Fig. 1: run 1, gate families picked out
Scale: 3 px per um.
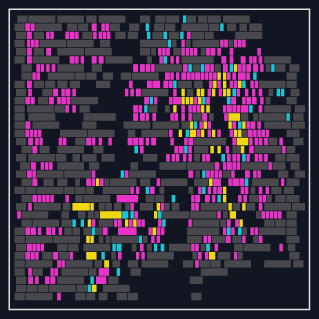
Fig. 2: run 1, sequential cells colored by netlist name
Scale: 3 px per um. Other sequential cells in the stronger gray, the rest of the logic in the fainter gray.
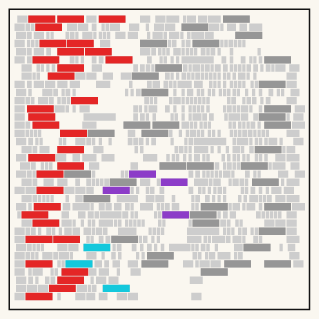
Fig. 3: run 1, routing congestion map
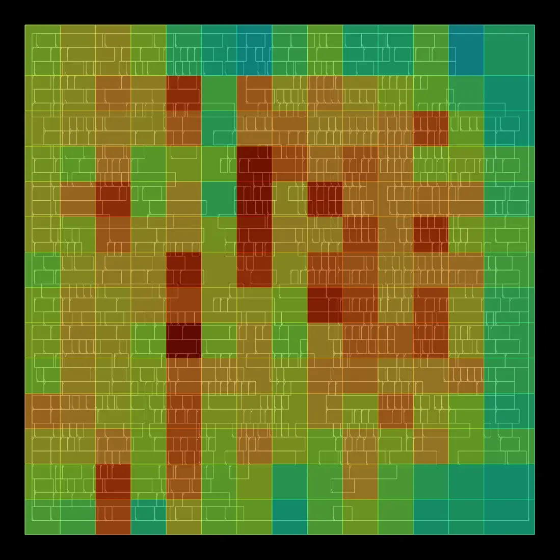
Design axil_burst_reader, sky130hd; sources not shown.
==> results.txt, run 1 <==
run results: status=completed, Buf/Inv on CP=1, EDFF count, synth=0, Layout Skew=0.01296 ns, GPL Wtd Cong=0.9611, Req. time, crit path=approximately 1.5 ns, layout cells sized above 1=0.07125, Top-area cell share=0.4342, Hold Slack=0.4631 ns, routed len/inst=13.03 um, first-pass GRT wire length=20.40 mm, CP peak stage delay=0.70 ns, row count=35, Top pwr grp=combinational cells, Peak VDD IR=870.2 uV, P_sw=4.595 mW, Simple Share, Synth=0.4156, vias in the first global route=4462, post-route met1 wirelength=approximately 4.9 mm, count of non-CTS buffers in the layout=around 160, port buffer count=145, Synth mux share=0.002285
## Picture notes: Fig. 1
Key: cyan = inv cells [cells 57, most used inv_1]; yellow = nor cells [cells 57, most used nor2_1]; magenta = nand cells [cells 360, most used nand2_1, where spread over the die]
Non-Filler Instances: 915
Top cell excl fill/tap: nand2_1
multi-input gate share of total cell area: 0.3397

## Picture notes: Fig. 2
Key: cyan = r_state [placed flops 3]; purple = r_count [placed flops 4, where middle]; red = o_data [placed flops 32, where a vertical strip on the left]
Another 37 sequential cells are not colored.
Finished Core Util: 0.6821
Seq/total area: 0.3018
Flop area: 0.001902 mm2
Sequential Power: 3.08 mW

## Picture notes: Fig. 3
grt peak-use layer: met2
grt met3 use: 0.08784

--- run 2 (diff from run 1) ---
--- a/config.mk
+++ b/config.mk
@@ -10,7 +10,6 @@
 export CORE_UTILIZATION = 46
 export DETAILED_ROUTE_END_ITERATION = 7
 export PLACE_DENSITY = 0.88
-export SLEW_MARGIN = 20
 export SYNTH_ARGS = -nofsm -noshare
 export SYNTH_HDL_FRONTEND = slang
 export SYNTH_SLANG_ARGS = --single-unit
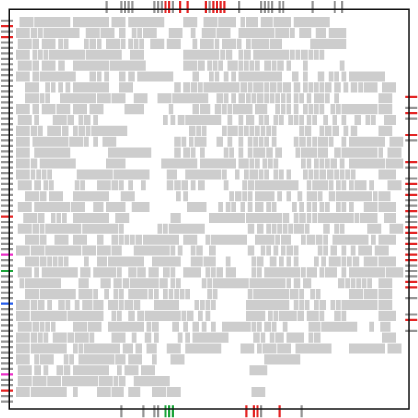
Fig. 4. Pin map (run 2).
Scale: 4 px per um. Pins as bars across the die edge, other pins in gray.
Key: green = i_len [pins 4, direction input, edge 3 bottom, 1 left]; red = i_base_addr [pins 32, direction input, edge 15 right, 9 top, 4 left, 4 bottom]; magenta = i_rresp [pins 2, direction input, edge left]; blue = o_arvalid [pins 1, direction output, edge left]
All pins by edge: 71 left, 33 right, 29 top, 13 bottom.
die height: 99.59 um
port buffer count: 145
die extent in x: 99.59 um

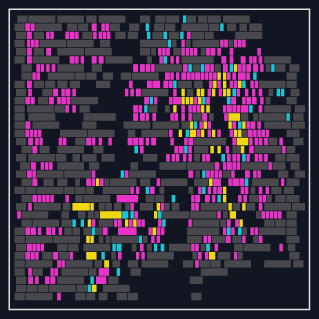
Fig. 5. Gate families picked out (run 2).
Scale: 3 px per um.
Key: cyan = inv cells [cells 57, most used inv_1]; magenta = nand cells [cells 360, most used nand2_1, where spread over the die]; yellow = nor cells [cells 57, most used nor2_1]

==> results.txt, run 2 <==
run results: GPL Wtd Cong=0.9611, routed len/inst=13.03 um, combinational gate count=between 400 and 500, vias in the first global route=roughly 4500, Peak VDD IR=around 870 uV, post-route met1 wirelength=4.946 mm, grt peak-use layer=met2, main flop type=dfrtp_1, Num CTS Buffers=9, vias post-DR=4526, first-pass GRT wire length=20.40 mm, nets@finish=860, row count=35, multi-input gate share of total cell area=0.3397, P_sw=approximately 4.6 mW, grt met3 use=0.08784, count of non-CTS buffers in the layout=164, Tcrit/Tclk final=0.9869, Sequential Power=3.08 mW, Layout Skew=0.01296 ns, P_int=5.398 mW, Hold Slack=between 0.4 and 0.5 ns, Synth mux share=0.002285, Init Core Util=0.4741, Flop area=~0.0019 mm2, Seq/total area=0.3018, Non-Filler Instances=approximately 900, Finished Core Util=0.6821, layout cells sized above 1=0.07125, status=completed, M1 GR Usage=0.3231, initial antenna violation count=0, Top cell excl fill/tap=nand2_1, Top pwr grp=combinational cells, crit path max-delay cell type=clkdlybuf4s50_1, EDFF count, synth=0, Req. time, crit path=1.52 ns, post-route ant nets=0, Top-area cell share=0.4342, Flops after synth=76, Inverters=roughly 57, Overall Global Routing Usage=0.2591, yosys aoi share=0.05113, final WL=11.93 mm, commonest cells in the netlist=nand2_1 (270), nand3_1 (80), dfrtp_1 (76), Simple Share, Synth=0.4156, CP peak stage delay=0.70 ns, Buf/Inv on CP=1
No activity file was given, so power comes from the tool's default toggle rates.
